<file path="config.mk">
export PLATFORM = sky130hd
export DESIGN_NAME = gpu_raster
export DESIGN_NICKNAME = d
export VERILOG_FILES = /design/src/rtl/gpu_raster.sv
export SDC_FILE = /design/constraint.sdc
export NUM_CORES = 1
export LEC_CHECK = 0
export CAP_MARGIN = 20
export CORE_ASPECT_RATIO = 0.75
export CORE_MARGIN = 3
export CORE_UTILIZATION = 55
export DETAILED_ROUTE_END_ITERATION = 8
export GPL_ROUTABILITY_DRIVEN = 0
export PLACE_DENSITY = 0.81
export SETUP_SLACK_MARGIN = 0.05
export SLEW_MARGIN = 30
export SYNTH_ARGS = -nofsm -noshare
export SYNTH_HDL_FRONTEND = slang
export SYNTH_SLANG_ARGS = --single-unit
export TNS_END_PERCENT = 100
</file>
<file path="constraint.sdc">
create_clock -name clk -period 2.7 [get_ports clk]
set_clock_uncertainty 0.05 [all_clocks]
set_input_delay 0.405 -clock clk [delete_from_list [all_inputs] [get_ports clk]]
set_output_delay 0.405 -clock clk [all_outputs]
set_load 0.01 [all_outputs]
</file>
<file path="src/rtl/gpu_raster.sv">
// gpu_raster: command-driven pixel rasteriser for a FB_WIDTH x FB_HEIGHT framebuffer.
//   Commands FILL / POINT / RECT emit a clipped rectangle in row-major order;
//   LINE emits a Bresenham line (only when RASTER_LINE_EN is defined; otherwise
//   LINE completes with no pixels after a single busy cycle).
// Ports:
//   clk, rst_async                 clock, asynchronous active-high reset
//   gpu_command, gpu_x0/y0/x1/y1,  command and operands, latched when
//   gpu_colour, gpu_execute_request  gpu_execute_request is seen while idle
//   gpu_busy                       high while a command is in progress
//   fb_x, fb_y, fb_colour, fb_write  pixel write; held while fb_ready is low
//   fb_ready                       framebuffer accepts the write this cycle
// Build option: define RASTER_LINE_EN to include the line-stepping datapath.

package common;
   typedef enum logic [1:0] {
      RASTER_CMD_FILL  = 2'd0,
      RASTER_CMD_POINT = 2'd1,
      RASTER_CMD_LINE  = 2'd2,
      RASTER_CMD_RECT  = 2'd3
   } raster_command_t;
endpackage

module gpu_raster
   import common::*;
#(
   parameter int unsigned FB_WIDTH  = 214,
   parameter int unsigned FB_HEIGHT = 160
) (
   input  logic            clk,
   input  logic            rst_async,
   input  raster_command_t gpu_command,
   input  logic [7:0]      gpu_x0,
   input  logic [7:0]      gpu_y0,
   input  logic [7:0]      gpu_x1,
   input  logic [7:0]      gpu_y1,
   input  logic [2:0]      gpu_colour,
   input  logic            gpu_execute_request,
   output logic            gpu_busy,
   output logic [7:0]      fb_x,
   output logic [7:0]      fb_y,
   output logic [2:0]      fb_colour,
   output logic            fb_write,
   input  logic            fb_ready
);
   localparam int unsigned CW = 9;
   localparam int unsigned EW = 12;
   localparam logic [CW-1:0] X_LAST = CW'(FB_WIDTH - 1);
   localparam logic [CW-1:0] Y_LAST = CW'(FB_HEIGHT - 1);

   typedef enum logic [1:0] {ST_IDLE = 2'd0, ST_AREA = 2'd1, ST_LINE = 2'd2} state_t;

   state_t        state_q, state_d;
   logic          busy_q;
   logic [CW-1:0] cur_x_q, cur_x_d, cur_y_q, cur_y_d;
   logic [CW-1:0] x_min_q, x_min_d, x_end_q, x_end_d, y_end_q, y_end_d;
   logic [2:0]    colour_q, colour_d;
   logic          write_q, write_d;

   logic [CW-1:0] x0_c, y0_c, x1_c, y1_c;
   logic [CW-1:0] ax_lo_c, ax_hi_c, ay_lo_c, ay_hi_c;
   logic          area_empty_c, at_end_c;

   assign x0_c = CW'(gpu_x0);
   assign y0_c = CW'(gpu_y0);
   assign x1_c = CW'(gpu_x1);
   assign y1_c = CW'(gpu_y1);

   // Request area decode, clipped on the high side (coordinates are unsigned)
   always_comb begin
      ax_lo_c = (x0_c < x1_c) ? x0_c : x1_c;
      ax_hi_c = (x0_c < x1_c) ? x1_c : x0_c;
      ay_lo_c = (y0_c < y1_c) ? y0_c : y1_c;
      ay_hi_c = (y0_c < y1_c) ? y1_c : y0_c;
      case (gpu_command)
         RASTER_CMD_FILL: begin
            ax_lo_c = '0;   ax_hi_c = X_LAST;
            ay_lo_c = '0;   ay_hi_c = Y_LAST;
         end
         RASTER_CMD_POINT: begin
            ax_lo_c = x0_c; ax_hi_c = x0_c;
            ay_lo_c = y0_c; ay_hi_c = y0_c;
         end
         default: ;
      endcase
      area_empty_c = (ax_lo_c > X_LAST) || (ay_lo_c > Y_LAST);
      if (ax_hi_c > X_LAST) ax_hi_c = X_LAST;
      if (ay_hi_c > Y_LAST) ay_hi_c = Y_LAST;
   end

   // Current pixel is the last one of the area / the line end point
   assign at_end_c = (cur_x_q == x_end_q) && (cur_y_q == y_end_q);

`ifdef RASTER_LINE_EN
   logic signed [EW-1:0] dx_q, dx_d, dy_q, dy_d, err_q, err_d;
   logic                 sx_neg_q, sx_neg_d, sy_neg_q, sy_neg_d;
   logic signed [EW-1:0] adx_c, ady_c, e2_c, err_step_c;
   logic [CW-1:0]        step_x_c, step_y_c;
   logic                 line_adv_c;

   assign adx_c = (x1_c >= x0_c) ? EW'(x1_c - x0_c) : EW'(x0_c - x1_c);
   assign ady_c = (y1_c >= y0_c) ? EW'(y1_c - y0_c) : EW'(y0_c - y1_c);
   // Clipped points are stepped over without waiting for fb_ready
   assign line_adv_c = !write_q || fb_ready;

   // One Bresenham step (dy held negative, err = dx + dy initially)
   always_comb begin
      e2_c       = err_q <<< 1;
      err_step_c = err_q;
      step_x_c   = cur_x_q;
      step_y_c   = cur_y_q;
      if (e2_c >= dy_q) begin
         err_step_c = err_step_c + dy_q;
         step_x_c   = sx_neg_q ? cur_x_q - CW'(1) : cur_x_q + CW'(1);
      end
      if (e2_c <= dx_q) begin
         err_step_c = err_step_c + dx_q;
         step_y_c   = sy_neg_q ? cur_y_q - CW'(1) : cur_y_q + CW'(1);
      end
   end
`endif

   // State register
   always_ff @(posedge clk or posedge rst_async) begin
      if (rst_async) begin
         state_q <= ST_IDLE;
         busy_q  <= 1'b0;
      end else begin
         state_q <= state_d;
         busy_q  <= (state_d != ST_IDLE);
      end
   end

   // Next-state logic
   always_comb begin
      state_d = state_q;
      case (state_q)
         ST_IDLE: if (gpu_execute_request)
            state_d = (gpu_command == RASTER_CMD_LINE) ? ST_LINE : ST_AREA;
         ST_AREA: if (!write_q || (fb_ready && at_end_c)) state_d = ST_IDLE;
`ifdef RASTER_LINE_EN
         ST_LINE: if (line_adv_c && at_end_c) state_d = ST_IDLE;
`else
         ST_LINE: state_d = ST_IDLE;
`endif
         default: state_d = ST_IDLE;
      endcase
   end

   // Output / datapath next values
   always_comb begin
      cur_x_d  = cur_x_q;
      cur_y_d  = cur_y_q;
      x_min_d  = x_min_q;
      x_end_d  = x_end_q;
      y_end_d  = y_end_q;
      colour_d = colour_q;
      write_d  = write_q;
`ifdef RASTER_LINE_EN
      dx_d     = dx_q;
      dy_d     = dy_q;
      err_d    = err_q;
      sx_neg_d = sx_neg_q;
      sy_neg_d = sy_neg_q;
`endif
      case (state_q)
         ST_IDLE: begin
            write_d = 1'b0;
            if (gpu_execute_request) begin
               colour_d = gpu_colour;
               if (gpu_command == RASTER_CMD_LINE) begin
                  cur_x_d = x0_c;
                  cur_y_d = y0_c;
                  x_min_d = x0_c;
                  x_end_d = x1_c;
                  y_end_d = y1_c;
`ifdef RASTER_LINE_EN
                  dx_d     = adx_c;
                  dy_d     = -ady_c;
                  err_d    = adx_c - ady_c;
                  sx_neg_d = (x1_c < x0_c);
                  sy_neg_d = (y1_c < y0_c);
                  write_d  = (x0_c <= X_LAST) && (y0_c <= Y_LAST);
`endif
               end else begin
                  cur_x_d = ax_lo_c;
                  cur_y_d = ay_lo_c;
                  x_min_d = ax_lo_c;
                  x_end_d = ax_hi_c;
                  y_end_d = ay_hi_c;
                  write_d = !area_empty_c;
               end
            end
         end
         ST_AREA: begin
            if (write_q && fb_ready) begin
               if (at_end_c) begin
                  write_d = 1'b0;
               end else if (cur_x_q == x_end_q) begin
                  cur_x_d = x_min_q;
                  cur_y_d = cur_y_q + CW'(1);
               end else begin
                  cur_x_d = cur_x_q + CW'(1);
               end
            end
         end
         ST_LINE: begin
`ifdef RASTER_LINE_EN
            if (line_adv_c) begin
               if (at_end_c) begin
                  write_d = 1'b0;
               end else begin
                  cur_x_d = step_x_c;
                  cur_y_d = step_y_c;
                  err_d   = err_step_c;
                  write_d = (step_x_c <= X_LAST) && (step_y_c <= Y_LAST);
               end
            end
`else
            write_d = 1'b0;
`endif
         end
         default: write_d = 1'b0;
      endcase
   end

   // Datapath registers
   always_ff @(posedge clk or posedge rst_async) begin
      if (rst_async) begin
         cur_x_q  <= '0;
         cur_y_q  <= '0;
         x_min_q  <= '0;
         x_end_q  <= '0;
         y_end_q  <= '0;
         colour_q <= '0;
         write_q  <= 1'b0;
`ifdef RASTER_LINE_EN
         dx_q     <= '0;
         dy_q     <= '0;
         err_q    <= '0;
         sx_neg_q <= 1'b0;
         sy_neg_q <= 1'b0;
`endif
      end else begin
         cur_x_q  <= cur_x_d;
         cur_y_q  <= cur_y_d;
         x_min_q  <= x_min_d;
         x_end_q  <= x_end_d;
         y_end_q  <= y_end_d;
         colour_q <= colour_d;
         write_q  <= write_d;
`ifdef RASTER_LINE_EN
         dx_q     <= dx_d;
         dy_q     <= dy_d;
         err_q    <= err_d;
         sx_neg_q <= sx_neg_d;
         sy_neg_q <= sy_neg_d;
`endif
      end
   end

   assign gpu_busy  = busy_q;
   assign fb_x      = cur_x_q[7:0];
   assign fb_y      = cur_y_q[7:0];
   assign fb_colour = colour_q;
   assign fb_write  = write_q;

endmodule
</file>
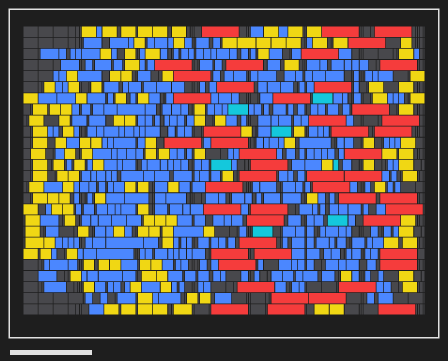
placement_by_type.png
Scale bar: 20 µm. Fill, decap, tap and diode cells in grey.
Yellow marks other buffers and delay cells, cells 146. Blue marks combinational and other logic, cells 420. Red marks flops, cells 49. Cyan marks clock drivers and dummy loads, cells 7.

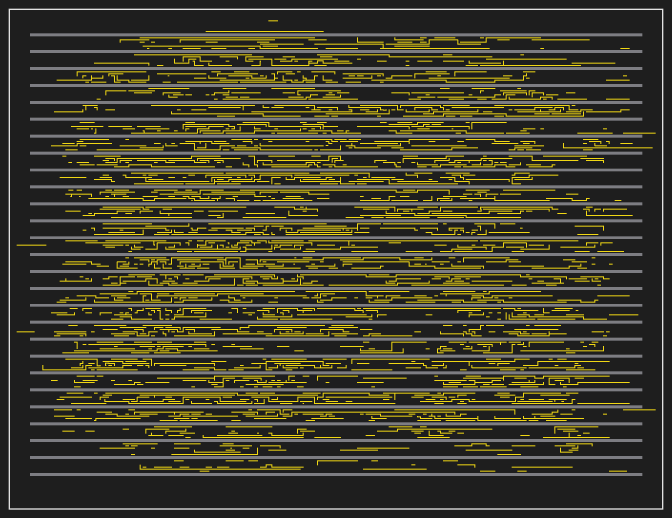
layer_met1.png
Supply wires on this layer in grey.
The layer carries 5510 µm of wire. The wires run mostly horizontal. 619 nets have wire on it.
Final Routed Wirelength: 13.1 mm
GR Util met1: 43.6%

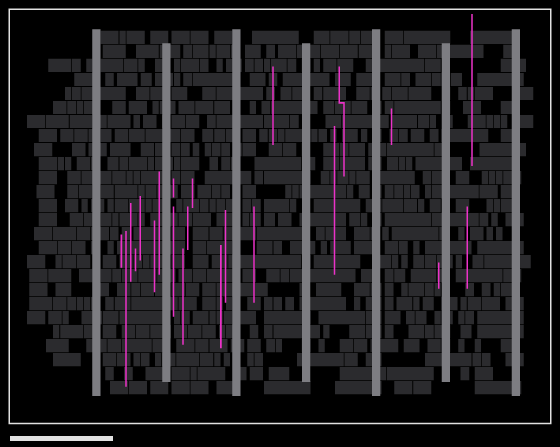
layer_met4.png
Scale bar: 20 µm. Supply wires on this layer in grey.
The wires run mostly vertical. The layer carries 335 µm of wire.
vias: 4569

==> metrics.csv <==
stage,metric,value,unit
detailed_routing,via_per_inst,6.35,
worst_setup_path,crit_slowest_cell,clkdlybuf4s50_1,
detailed_routing,wl_met3,1.64,mm
final_layout,combGateArea,2640,µm²
worst_setup_path,worstPathCellList,"clkdlybuf4s50_1, ha_1, o21ai_2, buf_4, o21ai_1, buf_4, a211o_1, and3_1, o211ai_1, o211ai_1, a41oi_1",
detailed_routing,wl_met2,5.60,mm
final_layout,fin_cells,720,
clock_tree,cts-root-buf,clkbuf_8,
detailed_routing,ant_nets,0,
final_timing,worst_slack,0.0630,ns
global_routing,overflow,0,
logic_synthesis,synth_cells,514,
final_layout,antenna_cells,0,
logic_synthesis,synthTopLogicFamily,AND-OR/OR-AND gates,
logic_synthesis,ff_type,dfrtp_1,
global_routing,grt.busiest_layer,met2,
final_layout,nFillCells,510,
logic_synthesis,async_reset_ff_share,100,%
outcome,status,"complete, no violations",
final_layout,layout_top_cells,"buf_4, nand2_1, clkdlybuf4s50_1, dfrtp_1, o21ai_0",
clock_tree,cts_made_buffers,5,
global_routing,grt_usage,29.9,%
final_layout,utilization,77.7,%
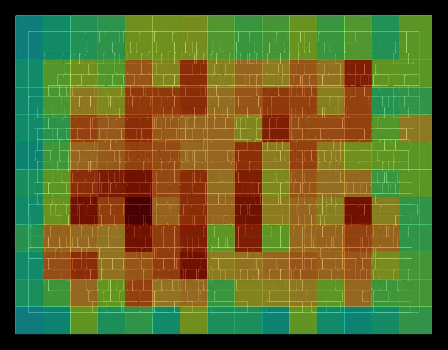
congestion.png
met3 Usage GRT: 5.30%
Wirelength per Cell: 18.2 µm

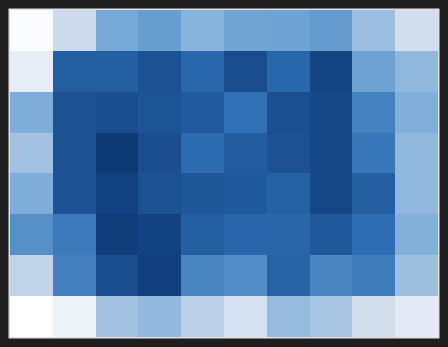
cell_density.png
10 x 8 tiles, from white (low) to dark blue (high), 0 to 100% covered.
The densest ninth of the die: centre. The mean over all tiles is 63%. 48% of the tiles are over 75% full.

registers in the layout (all words and copies together), names as in the netlist:
| signal | flops |
|---|---|
| x_end_q | 8 |
| cur_y_q | 9 |
| x_min_q | 8 |
| fb_colour | 3 |
| fb_write | 1 |
| y_end_q | 8 |
| gpu_busy | 1 |
| state_q | 2 |
| cur_x_q | 9 |
where the power goes:
| part | internal [µW] | total [µW] | switching, µW |
|---|---|---|---|
| clock network | 204 | 435 | 231 |
| logic | 913 | 1790 | 881 |
| registers | 974 | 1310 | 338 |
cells in the mapped netlist (3+ instances only):
master,n
or3_1,8
o2bb2ai_1,7
mux2i_1,8
clkbuf_1,22
inv_1,21
ha_1,16
nor2_1,34
nand2b_1,3
xnor2_1,11
nor3_1,15
o22ai_1,5
o21ai_0,39
o21ai_1,15
a21oi_1,34
nor4_1,5
a41oi_1,7
mux2_2,4
buf_2,4
a221oi_1,3
buf_4,17
a211oi_1,8
o31ai_1,3
a2bb2oi_1,5
dfrtp_1,49
xor2_1,11
a31oi_1,4
nand2_1,68
and3_1,5
o21a_1,5
a22oi_1,8
nand3_1,27
o211ai_1,4
nand4_1,4
worst reg2reg max path, stage by stage (launching register included):
cell,delay (ns)
dfrtp_1,0.48
xnor2_1,0.20
nand4_1,0.13
nor4_1,0.62
a31oi_4,0.17
buf_4,0.23
a31oi_1,0.20
o22ai_1,0.10
nor2_1,0.15
timing repair:
action | 4_1_cts | 5_1_grt
buffers inserted | 0 | 2
resized | 3 | 33
endpoints found under the setup margin | 6 | 32
pin swaps | 0 | 14
final cells by class:
| cell class | instances | share of cell area, % |
|---|---|---|
| clock buffers | 7 | 1.60 |
| inverters | 22 | 1.53 |
| multi-input cells | 398 | 48.8 |
| flip-flops and latches | 49 | 22.7 |
| well taps | 98 | 2.27 |
| repair buffers | 146 | 23.2 |
No activity file was given, so power comes from the tool's default toggle rates.
